**Track usage over the die**

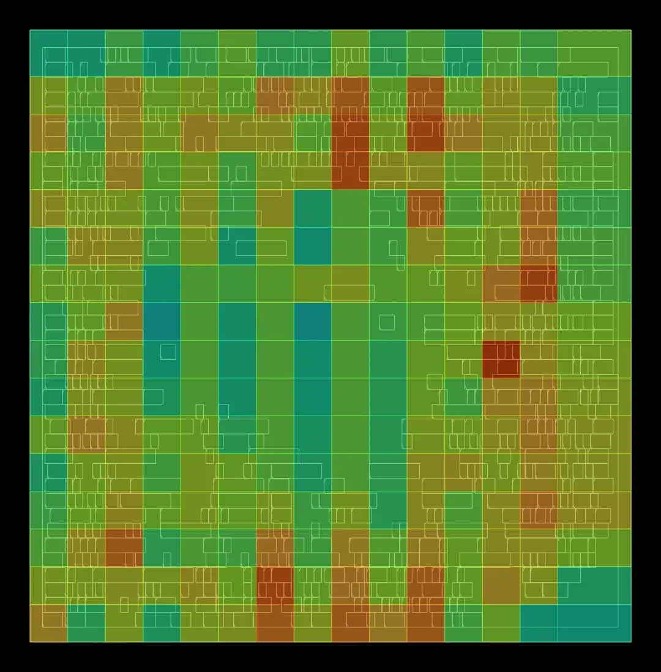
**Port wiring**

Bar = 20 µm.
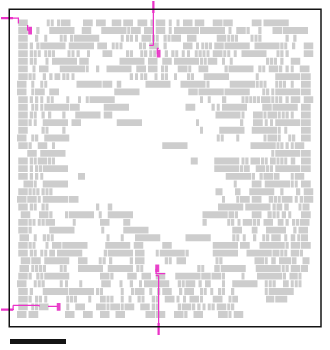
**Met2 routing**

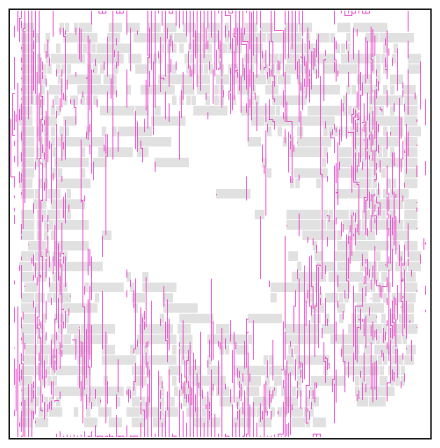
**Sequential cells grouped by signal name**

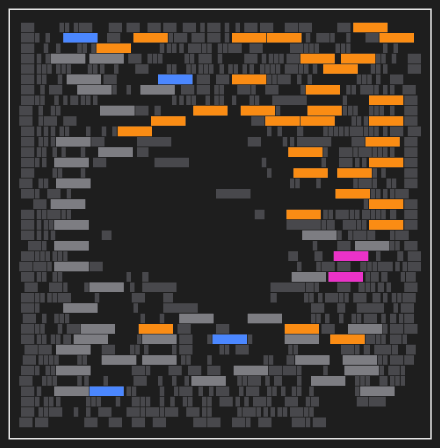
**Signal wires on met1**

Supply wires on this layer in gray.
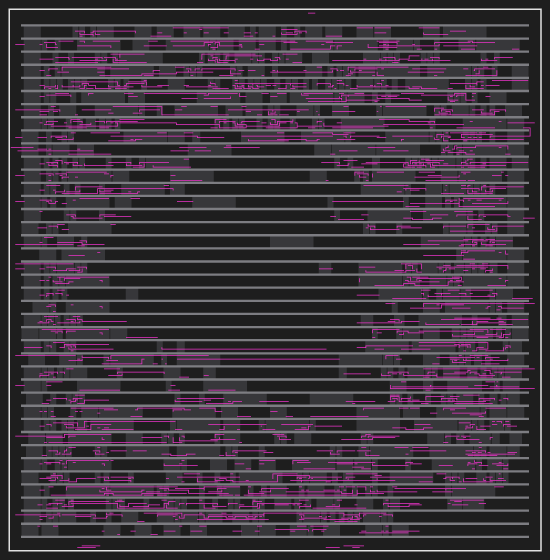
## config.mk

```make
export PLATFORM = sky130hd
export DESIGN_NAME = cpu_mem_arbiter_flat
export DESIGN_NICKNAME = d
export VERILOG_FILES = /design/src/rtl/cpu_mem_arbiter_pkg.sv /design/src/rtl/cpu_mem_arbiter_if.sv /design/src/rtl/cpu_mem_arbiter_pick.sv /design/src/rtl/cpu_mem_arbiter.sv /design/src/flat_wrapper.sv
export SDC_FILE = /design/constraint.sdc
export NUM_CORES = 1
export LEC_CHECK = 0
export ABC_AREA = 1
export ABC_CLOCK_PERIOD_IN_PS = 4500
export CAP_MARGIN = 10
export CORE_AREA = 2 2 108 110
export CTS_CLUSTER_DIAMETER = 200
export DETAILED_ROUTE_END_ITERATION = 8
export DIE_AREA = 0 0 110 112
export PLACE_DENSITY = 0.82
export SYNTH_ARGS = -nofsm -noshare
export SYNTH_HDL_FRONTEND = slang
export SYNTH_HIERARCHICAL = 1
export SYNTH_SLANG_ARGS = --single-unit
```

## constraint.sdc

```tcl
create_clock -name clk_i -period 4.5 [get_ports clk_i]
set_input_delay 0.45 -clock clk_i [delete_from_list [all_inputs] [get_ports clk_i]]
set_output_delay 0.45 -clock clk_i [all_outputs]
set_load 0.1 [all_outputs]
```

## src/rtl/cpu_mem_arbiter_pkg.sv

```systemverilog
// Shared types and defaults for the IF/MEM unified-memory arbiter.
package cpu_mem_pkg;

  localparam int DEF_ADDR_W = 32;
  localparam int DEF_DATA_W = 32;

  typedef enum logic [1:0] {IDLE, REQ, RSP} arb_state_t;
  typedef enum logic {OWN_IF, OWN_DM} owner_t;

  function automatic int be_width(input int data_w);
    return data_w / 8;
  endfunction

endpackage

```

## src/rtl/cpu_mem_arbiter_if.sv

```systemverilog
// Bundles the fetch, data and memory buses seen by the arbiter.
interface cpu_mem_arbiter_if #(
  parameter int ADDR_W = 32,
  parameter int DATA_W = 32
);
  logic              if_req_i;
  logic [ADDR_W-1:0] if_addr_i;
  logic              if_gnt_o;
  logic              if_rvalid_o;
  logic [DATA_W-1:0] if_rdata_o;

  logic                dm_req_i;
  logic                dm_we_i;
  logic [DATA_W/8-1:0] dm_be_i;
  logic [ADDR_W-1:0]   dm_addr_i;
  logic [DATA_W-1:0]   dm_wdata_i;
  logic                dm_gnt_o;
  logic                dm_rvalid_o;
  logic [DATA_W-1:0]   dm_rdata_o;

  logic                mem_req_o;
  logic                mem_we_o;
  logic [DATA_W/8-1:0] mem_be_o;
  logic [ADDR_W-1:0]   mem_addr_o;
  logic [DATA_W-1:0]   mem_wdata_o;
  logic                mem_gnt_i;
  logic                mem_rvalid_i;
  logic [DATA_W-1:0]   mem_rdata_i;

  logic busy_o;
  logic err_o;

  modport slave (
    input  if_req_i, if_addr_i,
    output if_gnt_o, if_rvalid_o, if_rdata_o,
    input  dm_req_i, dm_we_i, dm_be_i, dm_addr_i, dm_wdata_i,
    output dm_gnt_o, dm_rvalid_o, dm_rdata_o,
    output mem_req_o, mem_we_o, mem_be_o, mem_addr_o, mem_wdata_o,
    input  mem_gnt_i, mem_rvalid_i, mem_rdata_i,
    output busy_o, err_o
  );

  modport master (
    output if_req_i, if_addr_i,
    input  if_gnt_o, if_rvalid_o, if_rdata_o,
    output dm_req_i, dm_we_i, dm_be_i, dm_addr_i, dm_wdata_i,
    input  dm_gnt_o, dm_rvalid_o, dm_rdata_o,
    input  mem_req_o, mem_we_o, mem_be_o, mem_addr_o, mem_wdata_o,
    output mem_gnt_i, mem_rvalid_i, mem_rdata_i,
    input  busy_o, err_o
  );
endinterface

```

## src/rtl/cpu_mem_arbiter_pick.sv

```systemverilog
// Priority decision (data first) with a starvation counter that forces a fetch win.
module mem_arb_pick
  import cpu_mem_pkg::*;
#(
  parameter int STARVE_LIMIT = 4
) (
  input  logic   clk_i,
  input  logic   rst_ni,
  input  logic   if_req_i,
  input  logic   dm_req_i,
  input  logic   arb_en_i,
  output owner_t winner_o
);

  logic [3:0] cnt_q, cnt_d;
  logic       starved;

  assign starved = (cnt_q == 4'(STARVE_LIMIT));

  always_comb begin
    winner_o = OWN_IF;
    if (dm_req_i && !(if_req_i && starved)) winner_o = OWN_DM;
  end

  always_comb begin
    cnt_d = cnt_q;
    if (arb_en_i) begin
      if (if_req_i && winner_o == OWN_DM) cnt_d = starved ? cnt_q : cnt_q + 4'd1;
      else                                cnt_d = 4'd0;
    end
  end

  always_ff @(posedge clk_i or negedge rst_ni) begin
    if (!rst_ni) cnt_q <= 4'd0;
    else         cnt_q <= cnt_d;
  end

endmodule

```

## src/rtl/cpu_mem_arbiter.sv

```systemverilog
// Shares a single-port memory between fetch and data ports, one transaction in flight.
module cpu_mem_arbiter
  import cpu_mem_pkg::*;
#(
  parameter int ADDR_W       = DEF_ADDR_W,
  parameter int DATA_W       = DEF_DATA_W,
  parameter int STARVE_LIMIT = 4
) (
  input logic clk_i,
  input logic rst_ni,
  cpu_mem_arbiter_if.slave bus
);

  localparam int BE_W = be_width(DATA_W);

  arb_state_t        state_q, state_d;
  owner_t            owner_q, owner_d;
  logic              mem_we_q, mem_we_d;
  logic [BE_W-1:0]   mem_be_q, mem_be_d;
  logic [ADDR_W-1:0] mem_addr_q, mem_addr_d;
  logic [DATA_W-1:0] mem_wdata_q, mem_wdata_d;

  logic   req_any, arb_en;
  owner_t winner;
  logic   if_gnt, dm_gnt, if_rvalid, dm_rvalid, err;

  assign req_any = bus.if_req_i | bus.dm_req_i;
  assign arb_en  = (state_q == IDLE) && req_any;

  mem_arb_pick #(.STARVE_LIMIT(STARVE_LIMIT)) u_pick (
    .clk_i    (clk_i),
    .rst_ni   (rst_ni),
    .if_req_i (bus.if_req_i),
    .dm_req_i (bus.dm_req_i),
    .arb_en_i (arb_en),
    .winner_o (winner)
  );

  always_ff @(posedge clk_i or negedge rst_ni) begin
    if (!rst_ni) begin
      state_q     <= IDLE;
      owner_q     <= OWN_IF;
      mem_we_q    <= 1'b0;
      mem_be_q    <= '0;
      mem_addr_q  <= '0;
      mem_wdata_q <= '0;
    end else begin
      state_q     <= state_d;
      owner_q     <= owner_d;
      mem_we_q    <= mem_we_d;
      mem_be_q    <= mem_be_d;
      mem_addr_q  <= mem_addr_d;
      mem_wdata_q <= mem_wdata_d;
    end
  end

  always_comb begin
    state_d     = state_q;
    owner_d     = owner_q;
    mem_we_d    = mem_we_q;
    mem_be_d    = mem_be_q;
    mem_addr_d  = mem_addr_q;
    mem_wdata_d = mem_wdata_q;
    unique case (state_q)
      IDLE: if (req_any) begin
        state_d = REQ;
        owner_d = winner;
        if (winner == OWN_DM) begin
          mem_we_d    = bus.dm_we_i;
          mem_be_d    = bus.dm_be_i;
          mem_addr_d  = bus.dm_addr_i;
          mem_wdata_d = bus.dm_wdata_i;
        end else begin
          // fetches are always full-word reads; no byte lanes or write data
          mem_we_d    = 1'b0;
          mem_be_d    = '0;
          mem_addr_d  = bus.if_addr_i;
          mem_wdata_d = '0;
        end
      end
      REQ:     if (bus.mem_gnt_i)    state_d = RSP;
      RSP:     if (bus.mem_rvalid_i) state_d = IDLE;
      default: state_d = IDLE;
    endcase
  end

  always_comb begin
    if_gnt    = 1'b0;
    dm_gnt    = 1'b0;
    if_rvalid = 1'b0;
    dm_rvalid = 1'b0;
    err       = 1'b0;
    unique case (state_q)
      IDLE: begin
        if (arb_en) begin
          if_gnt = (winner == OWN_IF);
          dm_gnt = (winner == OWN_DM);
        end
        err = bus.mem_rvalid_i;
      end
      REQ: err = bus.mem_rvalid_i;
      RSP: if (bus.mem_rvalid_i) begin
        if_rvalid = (owner_q == OWN_IF);
        dm_rvalid = (owner_q == OWN_DM);
      end
      default: err = 1'b0;
    endcase
    // keep handshake pulses quiet while reset is held, even with requests pending
    if (!rst_ni) begin
      if_gnt = 1'b0;
      dm_gnt = 1'b0;
      err    = 1'b0;
    end
  end

  assign bus.if_gnt_o    = if_gnt;
  assign bus.dm_gnt_o    = dm_gnt;
  assign bus.if_rvalid_o = if_rvalid;
  assign bus.dm_rvalid_o = dm_rvalid;
  assign bus.if_rdata_o  = bus.mem_rdata_i;
  assign bus.dm_rdata_o  = bus.mem_rdata_i;
  assign bus.mem_req_o   = (state_q == REQ);
  assign bus.mem_we_o    = mem_we_q;
  assign bus.mem_be_o    = mem_be_q;
  assign bus.mem_addr_o  = mem_addr_q;
  assign bus.mem_wdata_o = mem_wdata_q;
  assign bus.busy_o      = (state_q != IDLE);
  assign bus.err_o       = err;

endmodule

```

## src/flat_wrapper.sv

```systemverilog
// flat-port wrapper written by rule: the top's interface ports become plain ports
module cpu_mem_arbiter_flat import cpu_mem_pkg::*;
#(
  parameter int ADDR_W       = DEF_ADDR_W,
  parameter int DATA_W       = DEF_DATA_W,
  parameter int STARVE_LIMIT = 4
)
  (clk_i, rst_ni, bus_if_req_i, bus_if_addr_i, bus_if_gnt_o, bus_if_rvalid_o, bus_if_rdata_o, bus_dm_req_i, bus_dm_we_i, bus_dm_be_i, bus_dm_addr_i, bus_dm_wdata_i, bus_dm_gnt_o, bus_dm_rvalid_o, bus_dm_rdata_o, bus_mem_req_o, bus_mem_we_o, bus_mem_be_o, bus_mem_addr_o, bus_mem_wdata_o, bus_mem_gnt_i, bus_mem_rvalid_i, bus_mem_rdata_i, bus_busy_o, bus_err_o);
  cpu_mem_arbiter_if #(.ADDR_W(ADDR_W), .DATA_W(DATA_W)) bus_i ();
  input logic clk_i;
  input logic rst_ni;
  input wire logic [$bits(bus_i.if_req_i)-1:0] bus_if_req_i;
  input wire logic [$bits(bus_i.if_addr_i)-1:0] bus_if_addr_i;
  output wire logic [$bits(bus_i.if_gnt_o)-1:0] bus_if_gnt_o;
  output wire logic [$bits(bus_i.if_rvalid_o)-1:0] bus_if_rvalid_o;
  output wire logic [$bits(bus_i.if_rdata_o)-1:0] bus_if_rdata_o;
  input wire logic [$bits(bus_i.dm_req_i)-1:0] bus_dm_req_i;
  input wire logic [$bits(bus_i.dm_we_i)-1:0] bus_dm_we_i;
  input wire logic [$bits(bus_i.dm_be_i)-1:0] bus_dm_be_i;
  input wire logic [$bits(bus_i.dm_addr_i)-1:0] bus_dm_addr_i;
  input wire logic [$bits(bus_i.dm_wdata_i)-1:0] bus_dm_wdata_i;
  output wire logic [$bits(bus_i.dm_gnt_o)-1:0] bus_dm_gnt_o;
  output wire logic [$bits(bus_i.dm_rvalid_o)-1:0] bus_dm_rvalid_o;
  output wire logic [$bits(bus_i.dm_rdata_o)-1:0] bus_dm_rdata_o;
  output wire logic [$bits(bus_i.mem_req_o)-1:0] bus_mem_req_o;
  output wire logic [$bits(bus_i.mem_we_o)-1:0] bus_mem_we_o;
  output wire logic [$bits(bus_i.mem_be_o)-1:0] bus_mem_be_o;
  output wire logic [$bits(bus_i.mem_addr_o)-1:0] bus_mem_addr_o;
  output wire logic [$bits(bus_i.mem_wdata_o)-1:0] bus_mem_wdata_o;
  input wire logic [$bits(bus_i.mem_gnt_i)-1:0] bus_mem_gnt_i;
  input wire logic [$bits(bus_i.mem_rvalid_i)-1:0] bus_mem_rvalid_i;
  input wire logic [$bits(bus_i.mem_rdata_i)-1:0] bus_mem_rdata_i;
  output wire logic [$bits(bus_i.busy_o)-1:0] bus_busy_o;
  output wire logic [$bits(bus_i.err_o)-1:0] bus_err_o;
  assign bus_i.if_req_i = bus_if_req_i;
  assign bus_i.if_addr_i = bus_if_addr_i;
  assign bus_if_gnt_o = bus_i.if_gnt_o;
  assign bus_if_rvalid_o = bus_i.if_rvalid_o;
  assign bus_if_rdata_o = bus_i.if_rdata_o;
  assign bus_i.dm_req_i = bus_dm_req_i;
  assign bus_i.dm_we_i = bus_dm_we_i;
  assign bus_i.dm_be_i = bus_dm_be_i;
  assign bus_i.dm_addr_i = bus_dm_addr_i;
  assign bus_i.dm_wdata_i = bus_dm_wdata_i;
  assign bus_dm_gnt_o = bus_i.dm_gnt_o;
  assign bus_dm_rvalid_o = bus_i.dm_rvalid_o;
  assign bus_dm_rdata_o = bus_i.dm_rdata_o;
  assign bus_mem_req_o = bus_i.mem_req_o;
  assign bus_mem_we_o = bus_i.mem_we_o;
  assign bus_mem_be_o = bus_i.mem_be_o;
  assign bus_mem_addr_o = bus_i.mem_addr_o;
  assign bus_mem_wdata_o = bus_i.mem_wdata_o;
  assign bus_i.mem_gnt_i = bus_mem_gnt_i;
  assign bus_i.mem_rvalid_i = bus_mem_rvalid_i;
  assign bus_i.mem_rdata_i = bus_mem_rdata_i;
  assign bus_busy_o = bus_i.busy_o;
  assign bus_err_o = bus_i.err_o;
  cpu_mem_arbiter #(.ADDR_W(ADDR_W), .DATA_W(DATA_W), .STARVE_LIMIT(STARVE_LIMIT)) u_core (.clk_i(clk_i), .rst_ni(rst_ni), .bus(bus_i));
endmodule
```

==> results.txt <==
Results of the run.

The cell-mix breakdown from Yosys lists the adder-cell area share as 0.576%. The Yosys step of the flow raised 6 warnings. The family of cells with the greatest summed delay on the critical path is buffers and inverters. Looking at the area split, the leading class of cells is flip-flops and latches. The average instance in the mapped netlist occupies 7.26 µm². The area growth from synthesis to layout is 36.3%.

The combined buffer and inverter count along the critical path is 3. The number of CTS-inserted buffers is 9. The post-CTS setup buffer count is 0. The most frequent logic cell in the layout is nand2_1. The synthesized netlist handed to floorplanning was reported with a cell count of ~600. The multi-input combinational cells in the finished layout cover a total of 1550 µm².

In the layout the commonest cells are nand2_1, clkdlybuf4s50_1, dfrtp_1. The met3 wire length is 924 µm.

The clock net in this run drives a total of around 76 sinks. In the per-layer summary, the met1 wirelength comes to approximately 4.3 mm.

The share of synthesized cell area in and-or and or-and compound cells is less than 1%. The largest driver fanout on the critical path is 35. For this run, the chip area from Yosys synthesis comes to 4340 µm². The worst setup path is captured at an output pin.

TritonCTS built the clock tree. The flow ran to the end, and the final reports show no timing, DRC or antenna violations.

The via count of the first global-routing pass is ~3600. Per the detail_route report, the via count comes to 3720. The number of antenna violations at the first check in global routing is 0. Warnings raised by the tools during the run amount to 27. The OpenROAD report gives the critical path a required time of 4.05 ns. Counting stages on the worst path, the most repeated cell is nand3_1. The normalized max-slew margin is 25.9%. The minimum setup slack among reg-to-reg paths is between 2 and 2.5 ns. The clock passes through at most 2 buffers. Counting instances in the post-synthesis netlist gives the leading cell types as nand2_1, dfrtp_1, buf_4, inv_1, nand2_2. For the final database, setup skew stands at 0.00612 ns.

The port buffer count is 182. Synthesis instantiated 22 different standard cells from the library.

The cell at the root of the clock tree is clkbuf_16. The number of endpoints with negative hold slack in the final report is 0. In the final design database the tool counted between 800 and 900 nets. Tap insertion was completed with ~140 tapcells.

The total inserted antenna cells is 0. The final instance count without filler cells is 853.
Notes on 'track usage over the die' above:
global routing usage on met1: 20.3%
fraction of met2 tracks used by global routing: 31.2%
global-route met3 utilization: 5.39%
most utilized layer in the global route result: met2
final design utilization: 53.0%

Notes on 'port wiring' above:
| color | port | bits | direction | edge | end cells | buffers | wire |
|---|---|---|---|---|---|---|---|
| magenta | bus_dm_be_i | 4 | input | 2 left, 1 bottom, 1 top | 4 | 4 | 61.1 µm |

Notes on 'met2 routing' above:
wire length on this layer: 5440 µm
longest straight run: 55.9 µm
nets with wire on the layer: 626
share of all routed wire: 51%

Notes on 'sequential cells grouped by signal name' above:
| color | signal | placed flops |
|---|---|---|
| blue | u_core/bus.mem_be_o | 4 |
| magenta | u_core/state_q | 2 |
| orange | u_core/bus.mem_wdata_o | 32 |

Notes on 'signal wires on met1' above:
share of all routed wire: 40%
main direction: horizontal
nets with wire on the layer: 677
wire length on this layer: 4300 µm

